### config.mk
export PLATFORM = sky130hd
export DESIGN_NAME = fp_status_monitor
export DESIGN_NICKNAME = d
export VERILOG_FILES = /design/src/rtl/fp_status_monitor.sv
export SDC_FILE = /design/constraint.sdc
export NUM_CORES = 1
export LEC_CHECK = 0
export ABC_AREA = 1
export CAP_MARGIN = 0
export CORE_AREA = 2 2 113 82
export CTS_CLUSTER_DIAMETER = 80
export DETAILED_ROUTE_END_ITERATION = 16
export DIE_AREA = 0 0 115 84
export PLACE_DENSITY = 0.75
export SLEW_MARGIN = 30
export SYNTH_ARGS = -nofsm -noshare
export SYNTH_HDL_FRONTEND = slang
export SYNTH_SLANG_ARGS = --single-unit
### constraint.sdc
create_clock -name clk -period 3.75 [get_ports clk]
set_clock_uncertainty 0.2 [all_clocks]
set_input_delay 0.9375 -clock clk [delete_from_list [all_inputs] [get_ports clk]]
set_output_delay 0.9375 -clock clk [all_outputs]
set_load 0.03 [all_outputs]
### src/rtl/fp_status_monitor.sv
// fp_status_monitor: cross-checks a floating-point multiplier's status flags
// against its result exponent/mantissa and the operand exponents seen LATENCY
// cycles earlier. Reports per-check failure pulses, sticky flags, a saturating
// failure-cycle counter and the index of the first recorded failure.
module fp_status_monitor #(
    parameter int EXP_W   = 8,
    parameter int MAN_W   = 23,
    parameter int LATENCY = 3,
    parameter int CNT_W   = 16
) (
    input  logic                   clk,
    input  logic                   rst_n,
    input  logic                   in_valid,
    input  logic [EXP_W+MAN_W:0]   a,
    input  logic [EXP_W+MAN_W:0]   b,
    input  logic [EXP_W+MAN_W:0]   z,
    input  logic [7:0]             status_bits,
    input  logic [4:0]             check_en,
    input  logic                   clear,
    output logic [4:0]             err_vec,
    output logic [4:0]             err_sticky,
    output logic [CNT_W-1:0]       err_count,
    output logic                   first_err_valid,
    output logic [2:0]             first_err_id
);

    localparam int W = 1 + EXP_W + MAN_W;
    localparam logic [EXP_W-1:0] EXP_ZERO = '0;
    localparam logic [EXP_W-1:0] EXP_ONES = '1;
    localparam logic [EXP_W-1:0] EXP_ONE  = EXP_W'(1);
    localparam logic [EXP_W-1:0] EXP_MAXN = EXP_ONES - EXP_ONE;
    localparam logic [MAN_W-1:0] MAN_ONES = '1;

    logic [EXP_W-1:0] exp_a, exp_b, exp_z;
    logic [MAN_W-1:0] man_z;

    assign exp_a = a[W-2:MAN_W];
    assign exp_b = b[W-2:MAN_W];
    assign exp_z = z[W-2:MAN_W];
    assign man_z = z[MAN_W-1:0];

    // Signs, operand mantissas and the reserved status bits play no part in any check.
    logic unused_bits;
    assign unused_bits = ^{a[W-1], a[MAN_W-1:0], b[W-1], b[MAN_W-1:0], z[W-1], status_bits[7:5]};

    // Operand-exponent history, aligned with the multiplier pipeline
    logic [LATENCY-1:0]            hv_q, hv_d;
    logic [LATENCY-1:0][EXP_W-1:0] ha_q, ha_d;
    logic [LATENCY-1:0][EXP_W-1:0] hb_q, hb_d;

    // Shift the history by one stage every cycle; stage 0 takes the current pair
    always_comb begin
        hv_d    = hv_q;
        ha_d    = ha_q;
        hb_d    = hb_q;
        hv_d[0] = in_valid;
        ha_d[0] = exp_a;
        hb_d[0] = exp_b;
        for (int i = 1; i < LATENCY; i++) begin
            hv_d[i] = hv_q[i-1];
            ha_d[i] = ha_q[i-1];
            hb_d[i] = hb_q[i-1];
        end
    end

    // History register; reset drops in-flight pairs, clear deliberately does not touch it
    always_ff @(posedge clk or negedge rst_n) begin
        if (!rst_n) begin
            hv_q <= '0;
            ha_q <= '0;
            hb_q <= '0;
        end else begin
            hv_q <= hv_d;
            ha_q <= ha_d;
            hb_q <= hb_d;
        end
    end

    logic            tail_v;
    logic [EXP_W-1:0] tail_a, tail_b;
    logic [4:0]      ok;
    logic [4:0]      fail;

    assign tail_v = hv_q[LATENCY-1];
    assign tail_a = ha_q[LATENCY-1];
    assign tail_b = hb_q[LATENCY-1];

    // Evaluate each flag's consistency rule; a flag fails only when raised and enabled
    always_comb begin
        ok[0] = (exp_z == EXP_ZERO);
        ok[1] = (exp_z == EXP_ONES);
        ok[2] = !tail_v
              || ((tail_a == EXP_ZERO) && (tail_b == EXP_ONES))
              || ((tail_a == EXP_ONES) && (tail_b == EXP_ZERO));
        ok[3] = (exp_z == EXP_ZERO) || ((exp_z == EXP_ONE) && (man_z == '0));
        ok[4] = (exp_z == EXP_ONES) || ((exp_z == EXP_MAXN) && (man_z == MAN_ONES));
        fail  = status_bits[4:0] & check_en & ~ok;
    end

    logic [4:0]       err_vec_q;
    logic [4:0]       sticky_q, sticky_d;
    logic [CNT_W-1:0] count_q, count_d;
    logic             fvalid_q, fvalid_d;
    logic [2:0]       fid_q, fid_d;
    logic [2:0]       low_id;

    // Lowest-index failing check
    always_comb begin
        low_id = 3'd0;
        for (int i = 4; i >= 0; i--) begin
            if (fail[i]) low_id = 3'(i);
        end
    end

    // Accumulated state: clear wins and discards same-cycle failures
    always_comb begin
        sticky_d = sticky_q;
        count_d  = count_q;
        fvalid_d = fvalid_q;
        fid_d    = fid_q;
        if (clear) begin
            sticky_d = '0;
            count_d  = '0;
            fvalid_d = 1'b0;
            fid_d    = 3'd0;
        end else if (fail != 5'd0) begin
            sticky_d = sticky_q | fail;
            if (count_q != '1) count_d = count_q + CNT_W'(1);
            if (!fvalid_q) begin
                fvalid_d = 1'b1;
                fid_d    = low_id;
            end
        end
    end

    // Register the failure pulse and the accumulated error state
    always_ff @(posedge clk or negedge rst_n) begin
        if (!rst_n) begin
            err_vec_q <= '0;
            sticky_q  <= '0;
            count_q   <= '0;
            fvalid_q  <= 1'b0;
            fid_q     <= 3'd0;
        end else begin
            err_vec_q <= fail;
            sticky_q  <= sticky_d;
            count_q   <= count_d;
            fvalid_q  <= fvalid_d;
            fid_q     <= fid_d;
        end
    end

    assign err_vec         = err_vec_q;
    assign err_sticky      = sticky_q;
    assign err_count       = count_q;
    assign first_err_valid = fvalid_q;
    assign first_err_id    = fid_q;

endmodule
Figure 1. The clock network (run 1).
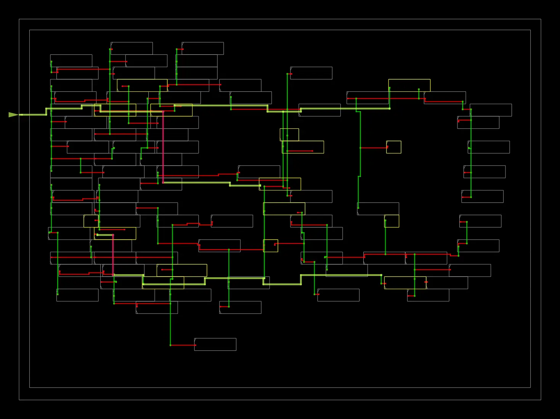
flip-flops: 81
total clock network power: 0.969 mW
CTS Buf Count: 9
clk_lat worst skew: 0.33 ns

Figure 2. Drive-strength map (run 1).
Scale bar: 20 um.
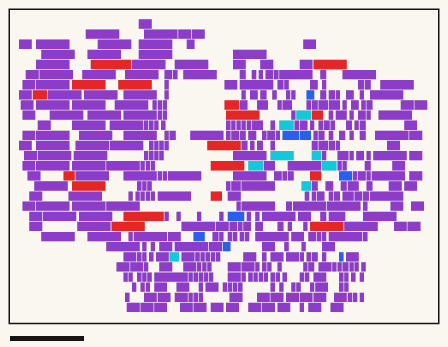
- cyan: _3 and _4 cells (cells 8)
- red: _6 and larger (cells 17; most used clkbuf_16)
- blue: _2 cells (cells 8; most used nand4_2)
- purple: _0 and _1 cells (cells 424; most used clkdlybuf4s50_1)

==> results.json, run 1 <==
{
  "drt_pass1_iterations": 5,
  "arrival_ns": 2.87,
  "area_growth_pct": 40.3,
  "dieHeight_um": 84,
  "ys_ff": 81,
  "status": "finished clean",
  "crit_fanout": 11,
  "ctsResizeCount": 0,
  "rsz0062_at_grt": "false",
  "hold_buffers": 0,
  "numPortBuffers": 90,
  "synth_area_per_cell_um2": 9.35,
  "clock_sinks": 81,
  "initCoreUtil": 0.382,
  "hold_viol": 0,
  "cts_tree": "yes",
  "timing.slew.headroom": 0.545,
  "power.density_nw_per_um2": 450,
  "drt-wirelength-per-cell_um": 12.6,
  "layout.nets": 566,
  "min_period_ns": 2.85,
  "hold_path.class": "flip-flop to flip-flop",
  "grt_pass1_wl_mm": 12.2,
  "drive_gt1_frac": 0.0722,
  "via_per_inst": 4.62,
  "internal_power_mw": 1.61,
  "cts-root-buf": "clkbuf_16",
  "tns_ns": 0
}
Figure 3. Where the registers sit (run 1).
Scale bar: 20 um.
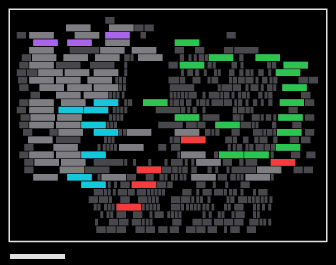
- purple: hv_q (placed flops 3)
- cyan: tail_a (placed flops 8; where middle left)
- red: err_vec (placed flops 5)
- green: err_count (placed flops 16)

==> run 1: per-stage QoR <==
stage	setup WS, ns	power, mW	instances	cell area, um^2	util
after global placement	0.606	1.14	549	4330	0.498
after floorplan	1.44	1.03	356	3330	-
after CTS	0.909	2.13	565	4670	0.536
after global routing	0.692	2.19	565	4670	0.536
after detailed placement	0.548	1.15	549	4330	0.498
final	0.902	2.10	565	4670	0.536
==> run 1: placed cells by master, fill, tap and decap left out, types with 4 or more instances in the layout <==
cell	Yosys	layout
a21oi_1	5	5
clkbuf_16	0	9
clkdlybuf4s50_1	0	89
dfrtp_1	81	81
inv_1	34	34
inv_6	0	4
nand2_1	86	86
nand3_1	27	27
nand4_1	21	21
nor2_1	61	61
xor2_1	8	8
==> run 1: per-layer routing <==
layer / part of all wire / global-route usage / vias to the layer above
met2: 0.48 / 0.264 / 57
met1: 0.46 / 0.216 / 1218
met3: 0.057 / 0.0566 / 6
li1: - / - / 1327
met4: 0.0041 / 0.0361 / 0
met5: 0 / 0 / -
==> run 1: final cells by class <==
cell class                      count  area, um^2  share of cell area
Clock buffer                        9         225              0.0482
Clock inverter                      7         106              0.0228
Inverter                           36         135              0.0289
Multi-Input combinational cell    231        1120               0.239
Sequential cell                    81        2030               0.434
Tap cell                          108         135              0.0289
Timing Repair Buffer               93         925               0.198
==> run 1: final timing paths <==
kind	slack, ns	from	to	cells after the start
setup / recovery	0.90	z[28]	err_count[5]$_DFFE_PN0P_	9
hold / removal	0.15	hb_d[22]$_DFF_PN0_	tail_b[6]$_DFF_PN0_	0
setup reg to reg	1.59	err_count[0]$_DFFE_PN0P_	err_count[13]$_DFFE_PN0P_	9
hold reg to reg	0.15	hb_d[22]$_DFF_PN0_	tail_b[6]$_DFF_PN0_	0
max in group asynchronous	2.46	rst_n	err_count[9]$_DFFE_PN0P_	1
min in group asynchronous	0.43	rst_n	hb_d[8]$_DFF_PN0_	1
==> run 1: critical path: stages <==
cell,delay (ns)
clkdlybuf4s50_1,0.48
nand2_1,0.06
nor2_1,0.23
a21oi_1,0.21
nor2_2,0.18
nand4_2,0.33
buf_4,0.30
nand3_1,0.07
nand2_1,0.07
==> run 1: state kept, by name (all words and copies together), names as in the netlist <==
register,cells
err_count,16
tail_a,8
tail_b,8
err_vec,5
first_err_id,3
ha_d,16
first_err_valid,1
hv_q,3
hb_d,16
err_sticky,5
==> run 1: logic make-up after synthesis <==
kind of cell | count (synthesis) | share of synthesized area
AND-OR/OR-AND | 14 | 0.0259
XOR/XNOR | 8 | 0.0211
adder cells (fa/ha/maj) | 1 | 0.00376
buffers and inverters | 44 | 0.0556
flip-flops | 81 | 0.609
AND/OR/NAND/NOR | 208 | 0.285
==> run 1: power by group through the flow <==
stage	sequential (mW)	combinational, mW	clock (mW)
after floorplan	0.968	0.0600	0
after global placement	0.945	0.198	0
after detailed placement	0.947	0.203	0
after CTS	0.932	0.204	0.996
after global routing	0.935	0.223	1.04
final	0.931	0.202	0.969
--- run 2 (diff from run 1) ---
CORE_AREA = 2 2 115 84   (was 2 2 113 82)
DIE_AREA = 0 0 117 86   (was 0 0 115 84)
clock period = 2.6 ns   (was 3.75 ns; I/O delays follow)
Figure 4. The clock network (run 2).
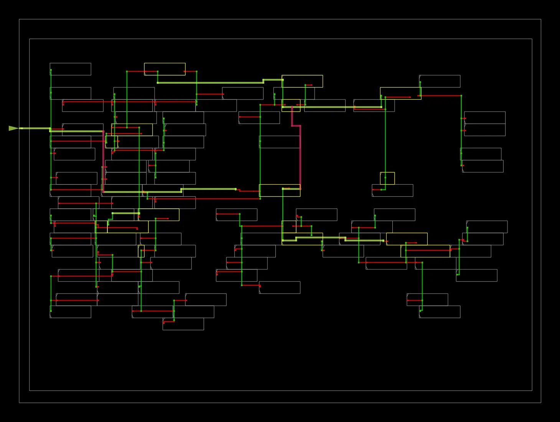
total clock network power: 1.25 mW
clk sinks: 81
Layout clock buffers: 10

==> run 2 against run 1 <==
Via count is 1.8% higher. Synthesized cell count stayed put. Combinational power is about 50% higher. Setup slack worse by 0.70 ns. Non-clock buffer count is 7 higher. Global-route usage is 1.0 points lower.
==> results.json, run 2 <==
{
  "ys_ff": 81,
  "clkLatencyLatePin_ns": 0.33,
  "initCoreUtil": 0.374,
  "layout_top_cells": "clkdlybuf4s50_1 (89), nand2_1 (86), dfrtp_1 (81), nor2_1 (61), inv_1 (34)",
  "power.density_nw_per_um2": 613,
  "power_mw": 2.90,
  "via_per_inst": 4.52,
  "logic_area_um2": 1120,
  "rsz0062_at_grt": "false",
  "drt-wirelength-per-cell_um": 11.8,
  "min_period_ns": 2.39,
  "critPathMaxStageDelay_ns": 0.73,
  "synth-adder-area-share": 0.00376,
  "crit_slowest_cell": "clkdlybuf4s50_1",
  "ys_sh_xor": 0.0211,
  "hold_buffers": 0,
  "ys_sh_aoi": 0.0259,
  "area_growth_pct": 41.9,
  "arrival_ns": 1.54,
  "status": "finished clean",
  "placed_cell_area_um2": 4420,
  "numPortBuffers": 90,
  "ys_sh_simple": 0.285,
  "ff_latch_area_um2": 2030,
  "final_common_cell": "clkdlybuf4s50_1",
  "dieHeight_um": 86,
  "timing.slew.headroom": 0.737,
  "cts_inserted_buffers": 9,
  "critical-path-top-delay-family": "buffers and inverters",
  "grt_pass1_wl_mm": 12.1,
  "drt_pass1_iterations": 6,
  "cts_tree": "yes",
  "mux_area_frac": 0,
  "cts-root-buf": "clkbuf_16",
  "worst-path-buf-inv": 1,
  "layout.nets": 573,
  "hold_viol": 0,
  "logic_family": "simple AND/OR/NAND/NOR gates"
}
-- run 2: layer usage --
metal  global-route usage  wire [um]  share of wire  vias to the layer above
li1                     -          -              -                     1344
met1                0.198       3140           0.45                     1227
met2                0.251       3300           0.47                       75
met3               0.0459        430          0.062                       10
met4               0.0492         88          0.013                        0
met5                    0          0              0                        -
-- run 2: path summary, 6_finish.rpt --
kind | start | end | cells past startpoint
setup / recovery | err_count[10]$_DFFE_PN0P_ | err_count[10] | 1
hold / removal | rst_n | hb_d[8]$_DFF_PN0_ | 1
setup reg to reg | err_count[0]$_DFFE_PN0P_ | err_count[2]$_DFFE_PN0P_ | 9
hold reg to reg | ha_d[11]$_DFF_PN0_ | ha_d[19]$_DFF_PN0_ | 0
max in group asynchronous | rst_n | hv_q[2]$_DFF_PN0_ | 2
min in group clk | ha_d[11]$_DFF_PN0_ | ha_d[19]$_DFF_PN0_ | 0
-- run 2: power breakdown --
part	leakage [nW]	switching, mW	internal [mW]
registers	1.00	0.0257	1.32
logic	1.09	0.154	0.150
clock network	0.142	0.492	0.756
-- run 2: logic make-up (layout without fill, tap and decap cells) --
logic type	Yosys count	after routing
xor gates and xnor gates	8	8
adders and majority gates	1	1
and+or+nand+nor	208	208
buffers and inverters	44	152
AOI/OAI and AO/OA	14	14
DFF	81	81
-- run 2: through the flow --
stage | hold WS, ns | worst slack (ns) | setup TNS [ns] | utilization | cells
after floorplan | 0.131 | 0.495 | 0 | - | 356
after global placement | 0.134 | 0.00419 | 0 | 0.497 | 572
after detailed placement | 0.135 | -0.0572 | -0.604 | 0.497 | 572
after CTS | 0.0450 | 0.179 | 0 | 0.531 | 588
after global routing | 0.0687 | 0.112 | 0 | 0.531 | 588
final | 0.0463 | 0.206 | 0 | 0.531 | 588
-- run 2: cell type report --
class | instances | share of cell area
Multi-Input combinational cell | 231 | 0.236
Clock inverter | 6 | 0.0156
Clock buffer | 10 | 0.0485
Inverter | 36 | 0.0286
Timing Repair Buffer | 100 | 0.209
Sequential cell | 81 | 0.429
Tap cell | 124 | 0.0329
Power is estimated from default activity; no workload was simulated.
